--- config.mk ---
export PLATFORM = sky130hd
export DESIGN_NAME = alu_cmd_sequencer_flat
export DESIGN_NICKNAME = d
export VERILOG_FILES = /design/src/rtl/alu_cmd_sequencer_pkg.sv /design/src/rtl/alu_cmd_sequencer_if.sv /design/src/rtl/alu_cmd_sequencer_fifo.sv /design/src/rtl/alu_cmd_sequencer.sv /design/src/flat_wrapper.sv
export SDC_FILE = /design/constraint.sdc
export NUM_CORES = 1
export LEC_CHECK = 0
export CAP_MARGIN = 30
export CELL_PAD_IN_SITES_DETAIL_PLACEMENT = 1
export CELL_PAD_IN_SITES_GLOBAL_PLACEMENT = 1
export CORE_UTILIZATION = 23
export CTS_CLUSTER_SIZE = 30
export DETAILED_ROUTE_END_ITERATION = 12
export PLACE_DENSITY_LB_ADDON = 0.1
export SKIP_LAST_GASP = 1
export SLEW_MARGIN = 20
export SYNTH_ARGS = -nofsm -noshare
export SYNTH_HDL_FRONTEND = slang
export SYNTH_SLANG_ARGS = --single-unit
export TNS_END_PERCENT = 20
--- constraint.sdc ---
create_clock -name Clk -period 4.3 [get_ports Clk]
set_clock_uncertainty 0.2 [all_clocks]
set_input_delay 0.86 -clock Clk [delete_from_list [all_inputs] [get_ports Clk]]
set_output_delay 0.86 -clock Clk [all_outputs]
set_load 0.01 [all_outputs]
--- src/rtl/alu_cmd_sequencer_pkg.sv ---
// Shared types for the ALU command sequencer: opcodes, FSM states,
// and the 12-bit command word (op, a, b, use_acc) held in the FIFO.
package alu_seq_pkg;

   localparam logic [2:0] OP_ADD      = 3'd0;
   localparam logic [2:0] OP_SUB      = 3'd1;
   localparam logic [2:0] OP_NOTA     = 3'd2;
   localparam logic [2:0] OP_NOTB     = 3'd3;
   localparam logic [2:0] OP_AND      = 3'd4;
   localparam logic [2:0] OP_OR       = 3'd5;
   localparam logic [2:0] OP_ORRED_A  = 3'd6;
   localparam logic [2:0] OP_ANDRED_B = 3'd7;

   typedef enum logic [1:0] {
      S_IDLE = 2'd0,
      S_EXEC = 2'd1,
      S_RESP = 2'd2
   } state_t;

   typedef struct packed {
      logic [2:0] op;
      logic [3:0] a;
      logic [3:0] b;
      logic       use_acc;
   } cmd_t;

   localparam int CMD_W = $bits(cmd_t);

endpackage

--- src/rtl/alu_cmd_sequencer_if.sv ---
// Bundle of command stream, ALU drive/return and result stream.
// master = sequencer side, slave = environment (source, ALU, sink).
interface alu_seq_if;

   logic       Cmd_valid;
   logic       Cmd_ready;
   logic [2:0] Cmd_op;
   logic [3:0] Cmd_a;
   logic [3:0] Cmd_b;
   logic       Cmd_use_acc;
   logic [3:0] Data_A;
   logic [3:0] Data_B;
   logic [2:0] Op_code;
   logic [4:0] Alu_out;
   logic       Res_valid;
   logic       Res_ready;
   logic [4:0] Res_data;
   logic       Res_toggle;
   logic       Busy;

   modport master (
      input  Cmd_valid, Cmd_op, Cmd_a, Cmd_b, Cmd_use_acc,
      input  Alu_out, Res_ready,
      output Cmd_ready, Data_A, Data_B, Op_code,
      output Res_valid, Res_data, Res_toggle, Busy
   );

   modport slave (
      output Cmd_valid, Cmd_op, Cmd_a, Cmd_b, Cmd_use_acc,
      output Alu_out, Res_ready,
      input  Cmd_ready, Data_A, Data_B, Op_code,
      input  Res_valid, Res_data, Res_toggle, Busy
   );

endinterface

--- src/rtl/alu_cmd_sequencer_fifo.sv ---
// Command FIFO: DEPTH entries of W bits, sync active-low reset.
// Ports: clk_i, rst_ni, push_i/data_i, pop_i/data_o, full_o, empty_o, count_o.
module alu_cmd_fifo #(
   parameter int DEPTH = 4,
   parameter int W     = 12
) (
   input  logic                     clk_i,
   input  logic                     rst_ni,
   input  logic                     push_i,
   input  logic [W-1:0]             data_i,
   input  logic                     pop_i,
   output logic [W-1:0]             data_o,
   output logic                     full_o,
   output logic                     empty_o,
   output logic [$clog2(DEPTH):0]   count_o
);

   localparam int PW = $clog2(DEPTH);
   localparam int CW = PW + 1;
   localparam logic [CW-1:0] FULL_CNT = CW'(DEPTH);

   logic [W-1:0]  mem_q [DEPTH];
   logic [PW-1:0] wr_q, wr_d;
   logic [PW-1:0] rd_q, rd_d;
   logic [CW-1:0] cnt_q, cnt_d;

   always_comb begin
      wr_d  = wr_q;
      rd_d  = rd_q;
      cnt_d = cnt_q;
      if (push_i) wr_d = wr_q + 1'b1;
      if (pop_i)  rd_d = rd_q + 1'b1;
      case ({push_i, pop_i})
         2'b10:   cnt_d = cnt_q + 1'b1;
         2'b01:   cnt_d = cnt_q - 1'b1;
         default: cnt_d = cnt_q;
      endcase
   end

   always_ff @(posedge clk_i) begin
      if (!rst_ni) begin
         wr_q  <= '0;
         rd_q  <= '0;
         cnt_q <= '0;
      end else begin
         wr_q  <= wr_d;
         rd_q  <= rd_d;
         cnt_q <= cnt_d;
      end
   end

   always_ff @(posedge clk_i) begin
      if (push_i) mem_q[wr_q] <= data_i;
   end

   assign data_o  = mem_q[rd_q];
   assign full_o  = (cnt_q == FULL_CNT);
   assign empty_o = (cnt_q == '0);
   assign count_o = cnt_q;

endmodule

--- src/rtl/alu_cmd_sequencer.sv ---
// Initiator for a combinational 4-bit ALU: queues commands, runs them one at a time.
// Ports: Clk, Rst_n (sync, active low), bus (alu_seq_if.master).
module alu_cmd_sequencer
   import alu_seq_pkg::*;
#(
   parameter int DEPTH = 4
) (
   input  logic     Clk,
   input  logic     Rst_n,
   alu_seq_if.master bus
);

   localparam int CW = $clog2(DEPTH) + 1;

   cmd_t          push_cmd;
   cmd_t          head_cmd;
   logic          push;
   logic          pop;
   logic          full;
   logic          empty;
   logic [CW-1:0] count;

   state_t     state_q, state_d;
   logic [3:0] acc_q, acc_d;
   logic [3:0] da_q, da_d;
   logic [3:0] db_q, db_d;
   logic [2:0] op_q, op_d;
   logic       rv_q, rv_d;
   logic [4:0] rd_q, rd_d;
   logic       tog_q, tog_d;

   assign push_cmd.op      = bus.Cmd_op;
   assign push_cmd.a       = bus.Cmd_a;
   assign push_cmd.b       = bus.Cmd_b;
   assign push_cmd.use_acc = bus.Cmd_use_acc;

   // Ready looks only at the registered count so it never
   // depends on a pop happening in the same cycle.
   assign bus.Cmd_ready = Rst_n & ~full;
   assign push = bus.Cmd_valid & bus.Cmd_ready;
   assign pop  = (state_q == S_IDLE) & ~empty;

   alu_cmd_fifo #(
      .DEPTH (DEPTH),
      .W     (CMD_W)
   ) u_fifo (
      .clk_i   (Clk),
      .rst_ni  (Rst_n),
      .push_i  (push),
      .data_i  (push_cmd),
      .pop_i   (pop),
      .data_o  (head_cmd),
      .full_o  (full),
      .empty_o (empty),
      .count_o (count)
   );

   always_comb begin
      state_d = state_q;
      acc_d   = acc_q;
      da_d    = da_q;
      db_d    = db_q;
      op_d    = op_q;
      rv_d    = rv_q;
      rd_d    = rd_q;
      tog_d   = tog_q;
      unique case (state_q)
         S_IDLE: begin
            if (!empty) begin
               // acc is always the last completed result: the FSM is serial.
               da_d    = head_cmd.use_acc ? acc_q : head_cmd.a;
               db_d    = head_cmd.b;
               op_d    = head_cmd.op;
               state_d = S_EXEC;
            end
         end
         S_EXEC: begin
            rd_d    = bus.Alu_out;
            acc_d   = bus.Alu_out[3:0];
            rv_d    = 1'b1;
            state_d = S_RESP;
         end
         S_RESP: begin
            if (bus.Res_ready) begin
               rv_d    = 1'b0;
               tog_d   = ~tog_q;
               state_d = S_IDLE;
            end
         end
         default: state_d = S_IDLE;
      endcase
   end

   always_ff @(posedge Clk) begin
      if (!Rst_n) begin
         state_q <= S_IDLE;
         acc_q   <= '0;
         da_q    <= '0;
         db_q    <= '0;
         op_q    <= '0;
         rv_q    <= 1'b0;
         rd_q    <= '0;
         tog_q   <= 1'b0;
      end else begin
         state_q <= state_d;
         acc_q   <= acc_d;
         da_q    <= da_d;
         db_q    <= db_d;
         op_q    <= op_d;
         rv_q    <= rv_d;
         rd_q    <= rd_d;
         tog_q   <= tog_d;
      end
   end

   assign bus.Data_A     = da_q;
   assign bus.Data_B     = db_q;
   assign bus.Op_code    = op_q;
   assign bus.Res_valid  = rv_q;
   assign bus.Res_data   = rd_q;
   assign bus.Res_toggle = tog_q;
   assign bus.Busy       = (state_q != S_IDLE) | (count != '0);

endmodule

--- src/flat_wrapper.sv ---
// flat-port wrapper written by rule: the top's interface ports become plain ports
module alu_cmd_sequencer_flat import alu_seq_pkg::*;
#(
   parameter int DEPTH = 4
)
  (Clk, Rst_n, bus_Cmd_valid, bus_Cmd_op, bus_Cmd_a, bus_Cmd_b, bus_Cmd_use_acc, bus_Alu_out, bus_Res_ready, bus_Cmd_ready, bus_Data_A, bus_Data_B, bus_Op_code, bus_Res_valid, bus_Res_data, bus_Res_toggle, bus_Busy);
  alu_seq_if bus_i ();
  input  logic Clk;
  input  logic Rst_n;
  input wire logic [$bits(bus_i.Cmd_valid)-1:0] bus_Cmd_valid;
  input wire logic [$bits(bus_i.Cmd_op)-1:0] bus_Cmd_op;
  input wire logic [$bits(bus_i.Cmd_a)-1:0] bus_Cmd_a;
  input wire logic [$bits(bus_i.Cmd_b)-1:0] bus_Cmd_b;
  input wire logic [$bits(bus_i.Cmd_use_acc)-1:0] bus_Cmd_use_acc;
  input wire logic [$bits(bus_i.Alu_out)-1:0] bus_Alu_out;
  input wire logic [$bits(bus_i.Res_ready)-1:0] bus_Res_ready;
  output wire logic [$bits(bus_i.Cmd_ready)-1:0] bus_Cmd_ready;
  output wire logic [$bits(bus_i.Data_A)-1:0] bus_Data_A;
  output wire logic [$bits(bus_i.Data_B)-1:0] bus_Data_B;
  output wire logic [$bits(bus_i.Op_code)-1:0] bus_Op_code;
  output wire logic [$bits(bus_i.Res_valid)-1:0] bus_Res_valid;
  output wire logic [$bits(bus_i.Res_data)-1:0] bus_Res_data;
  output wire logic [$bits(bus_i.Res_toggle)-1:0] bus_Res_toggle;
  output wire logic [$bits(bus_i.Busy)-1:0] bus_Busy;
  assign bus_i.Cmd_valid = bus_Cmd_valid;
  assign bus_i.Cmd_op = bus_Cmd_op;
  assign bus_i.Cmd_a = bus_Cmd_a;
  assign bus_i.Cmd_b = bus_Cmd_b;
  assign bus_i.Cmd_use_acc = bus_Cmd_use_acc;
  assign bus_i.Alu_out = bus_Alu_out;
  assign bus_i.Res_ready = bus_Res_ready;
  assign bus_Cmd_ready = bus_i.Cmd_ready;
  assign bus_Data_A = bus_i.Data_A;
  assign bus_Data_B = bus_i.Data_B;
  assign bus_Op_code = bus_i.Op_code;
  assign bus_Res_valid = bus_i.Res_valid;
  assign bus_Res_data = bus_i.Res_data;
  assign bus_Res_toggle = bus_i.Res_toggle;
  assign bus_Busy = bus_i.Busy;
  alu_cmd_sequencer #(.DEPTH(DEPTH)) u_core (.Clk(Clk), .Rst_n(Rst_n), .bus(bus_i));
endmodule
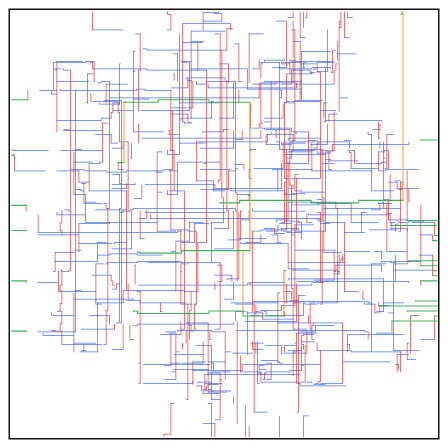
**Above:** signal wires by layer.
Key: orange = met4 [wire length 135 um]; blue = met1 [wire length 2,950 um]; green = met3 [wire length 272 um]; red = met2 [wire length 3,000 um]
Global Route Usage Sum: 0.104
wire per inst: 15.1 um

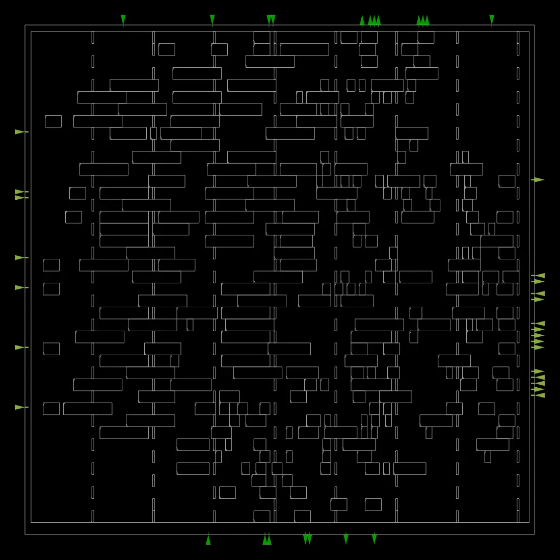
**Above:** placed standard cells.
post-route insts no fill: 420
Fillers: 1,362

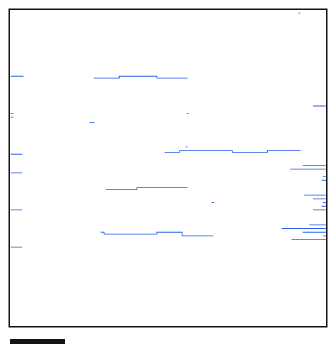
**Above:** M3 wires.
Scale bar: 20 um.
24 nets have wire on it. The wires run mostly horizontal. The layer carries 272 um of wire. The layer holds 4.3% of the routed length. The longest straight run is 19.3 um.
wirelength, routed: 6.36 mm
Vias: 1,719
M3 GR Usage: 0.0377

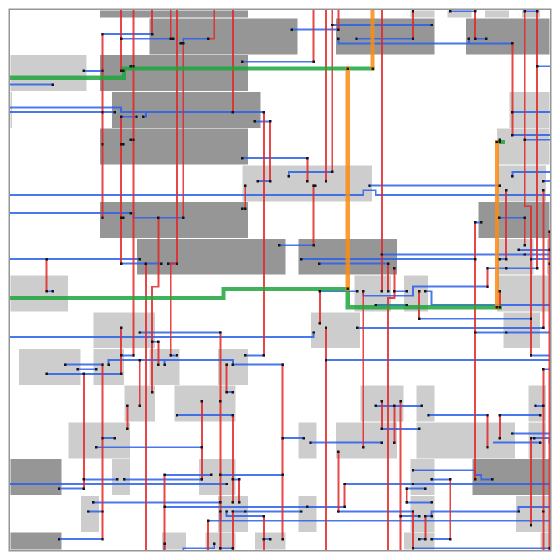
**Above:** layout detail.
Window x 38 to 78, y 15 to 55 um. Cells in gray, sequential cells in the stronger gray; small squares are vias.
Key: green = met3; blue = met1; red = met2; orange = met4
Most frequent: inv_1 (6), dfxtp_1 (6), edfxtp_1 (6). 43 logic cells have their middle in the window. Netlist names of flops here include u_core.u_fifo.mem_q (6), u_core.bus.Data_A (2). Sequential cells in the window: 12.

==> flow_summary.json <==
{
  "crit_start": "Rst_n",
  "p_clk_mw": 0.723,
  "wl_met2_mm": 3.00,
  "cts_resized": 0,
  "pg_comb_mw": 0.642,
  "r2r_end": "u_core.u_fifo.count_o[2]$_SDFFE_PN0P_",
  "hold_start": "u_core.bus.Op_code[1]$_SDFFE_PN0N_",
  "maxPowerGroup": "sequential cells",
  "dr.max_layer_used": "met4",
  "reg2reg_depth": 8,
  "fp_nets": 226,
  "switching_power_mw": 0.687,
  "tns_ns": 0,
  "cts_max_level": 3,
  "ys_warn_count": 0,
  "finalClockPeriodUsage": 0.735,
  "grt_pass1_wl_mm": 9.96,
  "die_area_mm2": 0.0134,
  "hold_depth": 2,
  "fp_util": 0.236,
  "avgSynthCellArea_um2": 15.0,
  "antenna_found_initial": 0,
  "overflow": 0,
  "ys_area_mm2": 0.00298,
  "rows": 41,
  "path_clk_slew_ns": 0.06,
  "place.gp.congestion": 0.650,
  "core_region_area_mm2": 0.0126,
  "critical_path_class": "primary input to output port",
  "chipHeight_um": 116,
  "ys_types": 33,
  "ant_nets": 0,
  "grt_pass1_vias": 1827,
  "postCtsSetupBuffers": 0,
  "drc": 0,
  "layout_top_cells": "48 x edfxtp_1, 40 x clkdlybuf4s50_1, 29 x dfxtp_1",
  "drive_gt1_frac": 0.109,
  "antenna_cells": 0,
  "rsz0062_at_grt": "false",
  "cts_max_path_buffers": 2,
  "endpoint": "bus_Cmd_ready",
  "final_area_mm2": 0.00384,
  "fmax_ghz": 0.316,
  "ctsHoldBuffers": 0,
  "cp.arrival_ns": 2.10,
  "reg2reg_slack_ns": 1.64,
  "topCellsByArea": "edfxtp_1 48%, dfxtp_1 20%, mux4_2 7.6%, mux2i_1 3.0%, a21oi_1 2.9%",
  "cts_made_buffers": 9,
  "ys_cells": 199,
  "drtIter0Drc": 42,
  "p_seq_mw": 0.979,
  "cp-end-kind": "output port",
  "use_met1": 0.128,
  "required_ns": 3.24,
  "met3WireLength_um": 272,
  "clock_tree.root_cell": "clkbuf_16",
  "port_buffers": 40,
  "p_int_mw": 1.66,
  "top_cell_area_share": 0.484,
  "warnings": 29,
  "yosys.area_share.adder": 0.0278,
  "ys_sh_aoi": 0.0635,
  "nNetsFinal": 270,
  "grt.busiest_layer": "met2",
  "dpl.hpwl_mm": 4.27,
  "simple_gate_area_frac": 0.0715,
  "fin_crit_ns": 3.16,
  "peakVddDrop_uv": 186,
  "cts_tree": "yes",
  "drtPass1Iterations": 4,
  "relSlewSlack": 0.455,
  "ys_seq_share": 0.680,
  "crit_path_max_fanout": 6,
  "status": "finished, final reports clean",
  "r2r-start": "u_core.state_q[1]$_SDFFE_PN0P_",
  "worstSkewPairLatency_ns": 0.33,
  "setup_violations": 0,
  "p_leak_nw": 1.26,
  "logic_family": "multiplexers",
  "ios": 41,
  "synth.cellmix.xorXnorShare": 0.00883,
  "min_path_type": "flop to flop",
  "grt_use_met2": 0.165,
  "finalHoldViolations": 0,
  "yosys.area.top_type": "edfxtp_1",
  "syn_area_mm2": 0.00298,
  "whs_endpoint": "u_core.bus.Op_code[1]$_SDFFE_PN0N_",
  "pwr-share-comb": 0.274,
  "syn_to_final_growth_pct": 29.2,
  "start_kind": "primary input",
  "clockPowerShare": 0.309,
  "switching_share": 0.293,
  "dpl_cell_area_mm2": 0.00356,
  "grt_max_degree": 29,
  "viasPerCell": 4.09,
  "ys.flops": 77,
  "tightest_slew_ns": 0.816,
  "power-per-cell-area_mw_per_mm2": 610,
  "clkSinkCount": 77,
  "routedLengthMet1_mm": 2.95,
  "synthMuxAreaShare": 0.124,
  "mostFrequentLayoutCell": "edfxtp_1",
  "seq_power_share": 0.418,
  "die_w_um": 116,
  "report.final.slew_viol_count": 0,
  "syn-instance-count": 199,
  "maxCapViolations": 0
}
==> layout make-up <==
type | count | area, um2
fill | 1362 | 8780
sequential | 77 | 2020
multi-input combinational | 105 | 878
timing repair buffer | 42 | 415
clock buffer | 10 | 229
tap | 172 | 215
clock inverter | 6 | 53.8
inverter | 8 | 30.0
==> synthesized netlist by cell type, drive strengths merged <==
library cell	number
xor2	3
nor2b	1
a211oi	4
o21ai	10
nor3	2
o31ai	2
nand2	1
dfxtp	29
inv	8
buf	6
edfxtp	48
or3b	1
and2	5
nor3b	1
mux4	12
nand3	8
a31o	1
nor2	14
clkbuf	3
or3	2
nand3b	1
fa	1
a21oi	17
mux2i	9
or4	1
and3	1
or2	1
nand4	2
ha	5
==> per-stage QoR <==
step                      worst slack, ns  power [mW]  utilization  hold slack (ns)  cells
after detailed placement             1.13        1.65        0.282            0.278    404
after CTS                            1.14        2.39        0.305            0.286    420
after global placement               1.16        1.65        0.282            0.264    404
after global routing                 1.09        2.50        0.305            0.294    420
after floorplan                      1.78        1.37            -            0.253    199
final                                1.14        2.34        0.305            0.280    420
==> state kept, by name, indices dropped and copies added (netlist names), named ones only <==
| register | count |
|---|---|
| u_core.u_fifo.mem_q | 48 |
| u_core.bus.Data_A | 4 |
| u_core.bus.Data_B | 4 |
| u_core.acc_q | 3 |
| u_core.bus.Op_code | 3 |
| u_core.u_fifo.count_o | 3 |
| u_core.bus.Res_data | 2 |
| u_core.state_q | 2 |
| u_core.u_fifo.rd_q | 2 |
| u_core.u_fifo.wr_q | 2 |
| u_core.bus.Res_toggle | 1 |
| u_core.bus.Res_valid | 1 |
==> worst max-delay path, stage by stage <==
cell	delay, ns
clkdlybuf4s50_1	0.57
and2_1	0.15
clkdlybuf4s50_1	0.52
Power figures rest on the tool's default switching activity, not on a simulated workload.
